==> images/drive_strength.png <==
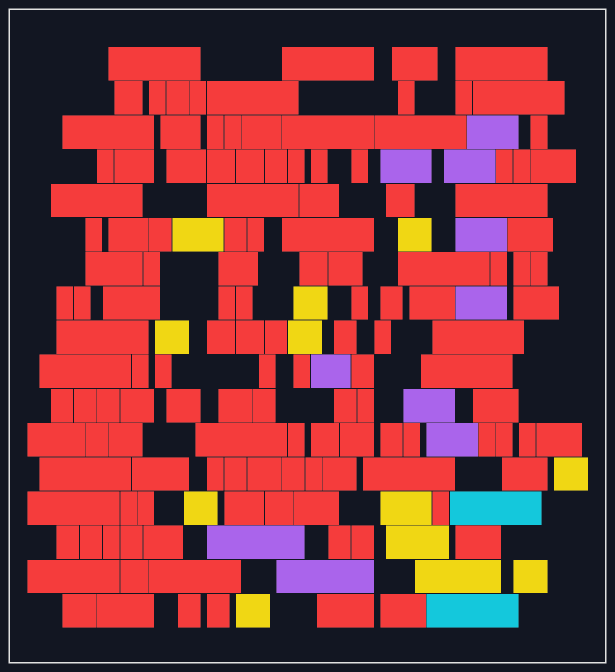
==> images/registers.png <==
Scale bar: 10 µm. Other sequential cells in the stronger gray, the rest of the logic in the fainter gray.
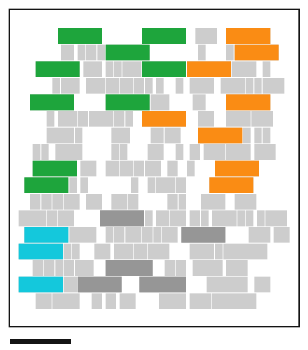
==> images/metal_stack.png <==
Two of the layers only.
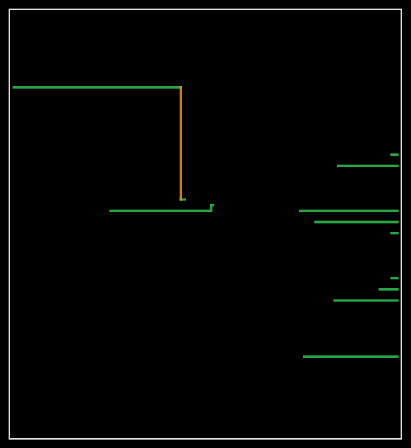
==> images/gate_families.png <==
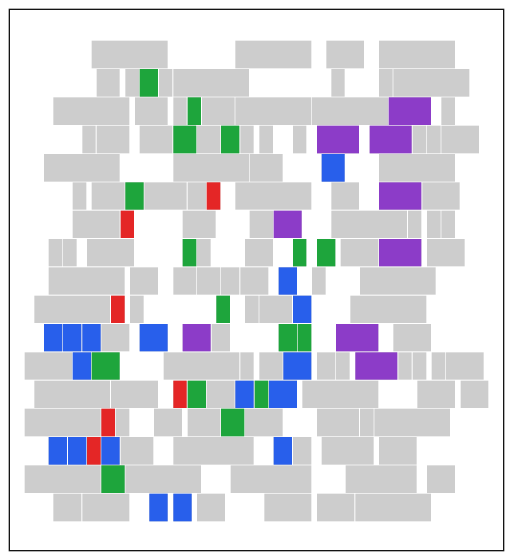
[src/rtl/uart_pkg.sv]
// Shared UART definitions: transmit FSM states, frame size and baud divisor helper.
package uart_pkg;

  typedef enum logic [2:0] {
    IDLE,
    LOAD,
    START,
    DATA,
    STOP
  } tx_state_t;

  localparam int unsigned FRAME_DATA_BITS = 8;

  function automatic int unsigned clks_per_bit(input int unsigned clk_hz,
                                               input int unsigned baud);
    return (clk_hz + baud / 2) / baud;
  endfunction

endpackage

[src/rtl/uart_baud_counter.sv]
// Free-running bit-period counter; tick marks the last cycle of each bit period.
module uart_baud_counter #(
  parameter int unsigned CLKS = 434,
  parameter int unsigned W    = (CLKS > 1) ? $clog2(CLKS) : 1
) (
  input  logic rd_clk,
  input  logic rd_rst,
  input  logic clear,
  output logic tick
);

  localparam logic [W-1:0] LAST = W'(CLKS - 1);

  logic [W-1:0] r_cnt;

  always_ff @(posedge rd_clk) begin
    if (rd_rst || clear) begin
      r_cnt <= '0;
    end else if (r_cnt == LAST) begin
      r_cnt <= '0;
    end else begin
      r_cnt <= r_cnt + 1'b1;
    end
  end

  assign tick = (r_cnt == LAST);

endmodule

[src/rtl/fifo_uart_tx.sv]
// FIFO-draining UART transmitter: pops one byte per frame and sends 8N1/8N2, LSB first.
module fifo_uart_tx
  import uart_pkg::*;
#(
  parameter int unsigned CLKS_PER_BIT = clks_per_bit(50_000_000, 115_200),
  parameter int unsigned STOP_BITS    = 1,
  parameter int unsigned DATA_W       = 8
) (
  input  logic              rd_clk,
  input  logic              rd_rst,
  input  logic              i_tx_enable,
  input  logic              i_fifo_empty,
  input  logic [DATA_W-1:0] i_rd_data,
  output logic              o_rd_en,
  output logic              o_tx,
  output logic              o_busy,
  output logic              o_byte_done
);

  localparam int unsigned BAUD_W    = $clog2(STOP_BITS * CLKS_PER_BIT);
  localparam logic [2:0]  LAST_BIT  = 3'(FRAME_DATA_BITS - 1);
  localparam logic [2:0]  LAST_STOP = 3'(STOP_BITS - 1);

  tx_state_t                  r_state, w_state_nxt;
  logic [FRAME_DATA_BITS-1:0] r_shreg, w_shreg_nxt;
  logic [2:0]                 r_bit, w_bit_nxt;
  logic                       r_tx, w_tx_nxt;
  logic                       r_done, w_done_nxt;
  logic                       w_tick;
  logic                       w_baud_clr;

  // Held clear until the first START cycle so every bit period starts at count 0.
  assign w_baud_clr = (r_state == IDLE) || (r_state == LOAD);

  uart_baud_counter #(
    .CLKS (CLKS_PER_BIT),
    .W    (BAUD_W)
  ) u_baud (
    .rd_clk (rd_clk),
    .rd_rst (rd_rst),
    .clear  (w_baud_clr),
    .tick   (w_tick)
  );

  assign o_rd_en     = (r_state == IDLE) && !i_fifo_empty && i_tx_enable && !rd_rst;
  assign o_tx        = r_tx;
  assign o_busy      = (r_state != IDLE);
  assign o_byte_done = r_done;

  always_ff @(posedge rd_clk) begin
    if (rd_rst) begin
      r_state <= IDLE;
      r_shreg <= '0;
      r_bit   <= '0;
      r_tx    <= 1'b1;
      r_done  <= 1'b0;
    end else begin
      r_state <= w_state_nxt;
      r_shreg <= w_shreg_nxt;
      r_bit   <= w_bit_nxt;
      r_tx    <= w_tx_nxt;
      r_done  <= w_done_nxt;
    end
  end

  // The bit counter also counts stop bits, so the baud counter only spans one bit.
  always_comb begin
    w_state_nxt = r_state;
    w_shreg_nxt = r_shreg;
    w_bit_nxt   = r_bit;
    w_tx_nxt    = r_tx;
    w_done_nxt  = 1'b0;
    case (r_state)
      IDLE: begin
        if (o_rd_en) w_state_nxt = LOAD;
      end
      LOAD: begin
        w_shreg_nxt = i_rd_data[FRAME_DATA_BITS-1:0];
        w_tx_nxt    = 1'b0;
        w_state_nxt = START;
      end
      START: begin
        if (w_tick) begin
          w_tx_nxt    = r_shreg[0];
          w_shreg_nxt = {1'b0, r_shreg[FRAME_DATA_BITS-1:1]};
          w_bit_nxt   = '0;
          w_state_nxt = DATA;
        end
      end
      DATA: begin
        if (w_tick) begin
          if (r_bit == LAST_BIT) begin
            w_tx_nxt    = 1'b1;
            w_bit_nxt   = '0;
            w_state_nxt = STOP;
          end else begin
            w_tx_nxt    = r_shreg[0];
            w_shreg_nxt = {1'b0, r_shreg[FRAME_DATA_BITS-1:1]};
            w_bit_nxt   = r_bit + 1'b1;
          end
        end
      end
      STOP: begin
        if (w_tick) begin
          if (r_bit == LAST_STOP) begin
            w_bit_nxt   = '0;
            w_done_nxt  = 1'b1;
            w_state_nxt = IDLE;
          end else begin
            w_bit_nxt = r_bit + 1'b1;
          end
        end
      end
      default: w_state_nxt = IDLE;
    endcase
  end

endmodule

[config.mk]
export PLATFORM = sky130hd
export DESIGN_NAME = fifo_uart_tx
export DESIGN_NICKNAME = d
export VERILOG_FILES = /design/src/rtl/uart_pkg.sv /design/src/rtl/uart_baud_counter.sv /design/src/rtl/fifo_uart_tx.sv
export SDC_FILE = /design/constraint.sdc
export NUM_CORES = 1
export LEC_CHECK = 0
export CAP_MARGIN = 20
export CORE_ASPECT_RATIO = 1.1
export CORE_UTILIZATION = 53
export DETAILED_ROUTE_END_ITERATION = 16
export PLACE_DENSITY = 0.77
export SYNTH_ARGS = -nofsm -noshare
export SYNTH_HDL_FRONTEND = slang
export SYNTH_SLANG_ARGS = --single-unit
[constraint.sdc]
create_clock -name rd_clk -period 2.4 [get_ports rd_clk]
set_clock_uncertainty 0.15 [all_clocks]
set_input_delay 0.6 -clock rd_clk [delete_from_list [all_inputs] [get_ports rd_clk]]
set_output_delay 0.6 -clock rd_clk [all_outputs]
set_load 0.1 [all_outputs]
==> out/qor.csv <==
stage,metric,value,unit
critical_path,path_class,in2out,
synthesis,syn-cell-area,1199,µm²
synthesis,synthTopCellsByArea,"dfxtp_1, nor2_1, o221a_2",
clock_network,post_cts.repair.setup_buffers,0,
detailed_routing,drt-met1-wl,1.181,mm
floorplanning,die_y,51.88,µm
critical_path,crit_fanout,2,
grt,grt_pass1_vias,961,
critical_path,required,1650,ps
cells_and_area,antenna_cells,0,
detailed_routing,drc,0,
cells_and_area,num-clock-buffers,4,
clock_network,cts_tree,built,
detailed_routing,first_pass_iters,4,
synthesis,syn-num-nets,159,
synthesis,synthAdderAreaFrac,5.219,%
floorplanning,dieWidth,47.35,µm
grt,grt_remaining_overflow,0,
synthesis,yosys_warnings,0,
cells_and_area,nFlopsAndLatches,25,
cells_and_area,logic_area,671.9,µm²
synthesis,ff_type,dfxtp_1,
clock_network,cts_hold_buf,0,
synthesis,ys_sh_xor,5.115,%
detailed_routing,highest_layer,met4,
clock_network,post_cts_resized,1,
synthesis,postSynthCellCount,142,
critical_path,start_kind,primary input,
critical_path,path_delay_family,buffers and inverters,
detailed_routing,viasPerCell,5.514,
grt,grt_max_degree,19,
critical_path,cpPeakStageDelay,440,ps
place,portBuffers,15,
floorplanning,rows,17,
sta,fin_crit,2339,ps
detailed_routing,dr.first_iter.drc_count,16,
cells_and_area,buf_share,13.13,%
job,maxCapViolations,0,
critical_path,crit_path_end_kind,output pin,
sta,max_freq,0.4276,GHz
floorplanning,n_tap_cell,28,
clock_network,cts_sinks,25,
cells_and_area,fillCellCount,169,
floorplanning,core,2063,µm²
synthesis,edf_count,0,
synthesis,ys_seq_share,41.75,%
detailed_routing,vias,1020,
critical_path,rr_worst_depth,4,
sta,tightest_slew,478.2,ps
critical_path,worst_path_max_delay_cell,clkdlybuf4s50_1,
synthesis,top_cell,nor2_1,
power_and_ir_drop,powerDensity,545.1,nW/µm²
sta,setup_violations,0,
clock_network,clock_latency,310,ps
synthesis,simple_gate_share,27.24,%
sta,slew_viol_final,0,
floorplanning,fp_util,58.10,%
sta,fin_tns_setup,0,ps
clock_network,path_clk_slew,120,ps
grt,grt_first_pass_wirelength,4.050,mm
synthesis,yosys.area.top_type_share,41.75,%
critical_path,cp.depth,4,
detailed_routing,met2_wirelength,1.155,mm
cells_and_area,fin_nets,175,
clock_network,cts_max_path_buffers,2,
cells_and_area,largest_class,multi-input combinational cells,
grt,antenna_found_initial,0,
job,warning_count,29,
detailed_routing,wl_met3,85,µm
synthesis,synth_top_cell_by_area,dfxtp_1,
synthesis,ys.flops,25,
floorplanning,dieArea,2456,µm²
synthesis,ys_sh_aoi,15.66,%
run_status,outcome,finished clean,
cells_and_area,drive_above_1_share,15.29,%
power_and_ir_drop,irDropWorstVdd,0.0003822,V
cells_and_area,inv_count,6,
critical_path,path_buffers,2,
clock_network,root_buffer,clkbuf_4,
sta,finalClockPeriodUsage,97.45,%
synthesis,ys_async_sr_fraction,0,%
synthesis,ys_top_logic_family,simple AND/OR/NAND/NOR gates,
cells_and_area,logic_gates,104,
cells_and_area,clk_share,1.813,%
power_and_ir_drop,p_leak,0.5289,nW
synthesis,ys_cells,142,
clock_network,htree_num_levels,1,
place,place_ws,-2.685,ps
synthesis,synth_area_per_cell,8.441,µm²
critical_path,cp_cell_sequence,clkdlybuf4s50_1 -> nor2b_4 -> nor3b_4 -> buf_12,
synthesis,yosys_area,1199,µm²
synthesis,ys_top_cells_by_count,"nor2_1, dfxtp_1, o21ai_0, o221a_2",
sta,hold_viol,0,
clock_network,cts_buffers,3,
hold_path,hp-class,reg2reg,
detailed_routing,ant_nets,0,
floorplanning,pin_count,16,
sta,maxSlewHeadroom,67.91,%
sta,rsz0062_at_grt,false,
hold_path,hold-path-cell-count,1,
synthesis,mux_share,0.8351,%
place,hpwl,1.764,mm
Notes on drive_strength.png above:
Key: drive 1 or less = red [cells 133, share 85%, most used nor2_1]; drive 2 = purple [cells 10, share 6.4%, most used o221a_2]; drive 3 to 4 = yellow [cells 12, share 7.6%, most used buf_4]; drive 6 and up = cyan [cells 2, share 1.3%, most used buf_12]
setup ws final: 61.15 ps
Layout Area Growth over Synthesis: 20.88%
nonclk buf count: 18
post-route cell area: 1449 µm²

Notes on registers.png above:
Key: `r_shreg` = orange [sequential cells 8]; `u_baud.r_cnt` = green [sequential cells 9]; `r_bit` = cyan [sequential cells 3]
Another 5 sequential cells are not colored.
sequential cell area share: 34.71%
P_seq: 0.000453 W
Sequential cell area: 503.0 µm²
Finished Core Util: 70.22%

Notes on metal_stack.png above:
Key: met3 = green [wire length 85.5 µm]; met4 = orange [wire length 13.6 µm]
total track usage: 22.73%
final wirelength: 2.436 mm
drt wl/cell: 13.17 µm

Notes on gate_families.png above:
Key: AND-OR and OR-AND gates = purple [cells 9]; inverting AOI/OAI gates = blue [cells 17]; inverters = red [cells 6]; NAND gates = green [cells 16]
final cell count without fillers: 185
fraction of area in multi-input gates: 46.37%
most numerous logic cell after layout: nor2_1

==> registers in the layout (all words and copies together) (netlist names) <==
| register | cells |
|---|---|
| o_tx | 1 |
| o_byte_done | 1 |
| r_bit | 3 |
| r_shreg | 8 |
| r_state | 3 |
| u_baud.r_cnt | 9 |
==> per-stage QoR <==
| stage | std cells | cell area [µm²] | hold slack (ps) | total power [W] |
|---|---|---|---|---|
| floorplan | 142 | 1225 | 279.4 | 0.0005642 |
| global placement | 181 | 1410 | 291.8 | 0.0006089 |
| detailed placement | 181 | 1410 | 319.3 | 0.0006128 |
| CTS | 185 | 1439 | 349.1 | 0.0007943 |
| global route | 185 | 1449 | 371.0 | 0.0008263 |
| finish | 185 | 1449 | 341.6 | 0.0007898 |
==> worst paths after layout <==
check / to / startpoint / slack, ps
hold reg to reg: u_baud.r_cnt[0] / u_baud.r_cnt[0] / 340
hold / removal: u_baud.r_cnt[0] / u_baud.r_cnt[0] / 340
setup reg to reg: r_shreg[3] / u_baud.r_cnt[6] / 250
setup / recovery: o_rd_en / i_fifo_empty / 60
==> logic make-up after synthesis <==
group / count (synthesis)
simple gates: 65
buf+inv: 13
compound gates: 26
flops: 25
mux: 1
fa+ha+maj: 5
xor+xnor: 7
==> power breakdown <==
group / switching [W] / internal (W)
Clock: 0.000119 / 0.0000650
Sequential: 0.0000181 / 0.000435
Combinational: 0.0000858 / 0.0000668
==> metal layers <==
layer,GRT usage [%],vias to the layer above
met5,0,-
met4,4.286,0
met3,6.250,2
met2,38.13,12
met1,28.54,479
li1,-,527
==> layout by cell type (no fill, tap or decap), types with 5 or more instances in the layout <==
cell type,count
a21oi_1,5
inv_1,6
ha_1,5
nor2_1,28
buf_4,5
dfxtp_1,23
nor3_1,5
o221a_2,7
clkdlybuf4s50_1,10
nand2_1,6
nand3_1,6
o21ai_0,7
Power and IR drop assume default switching activity.
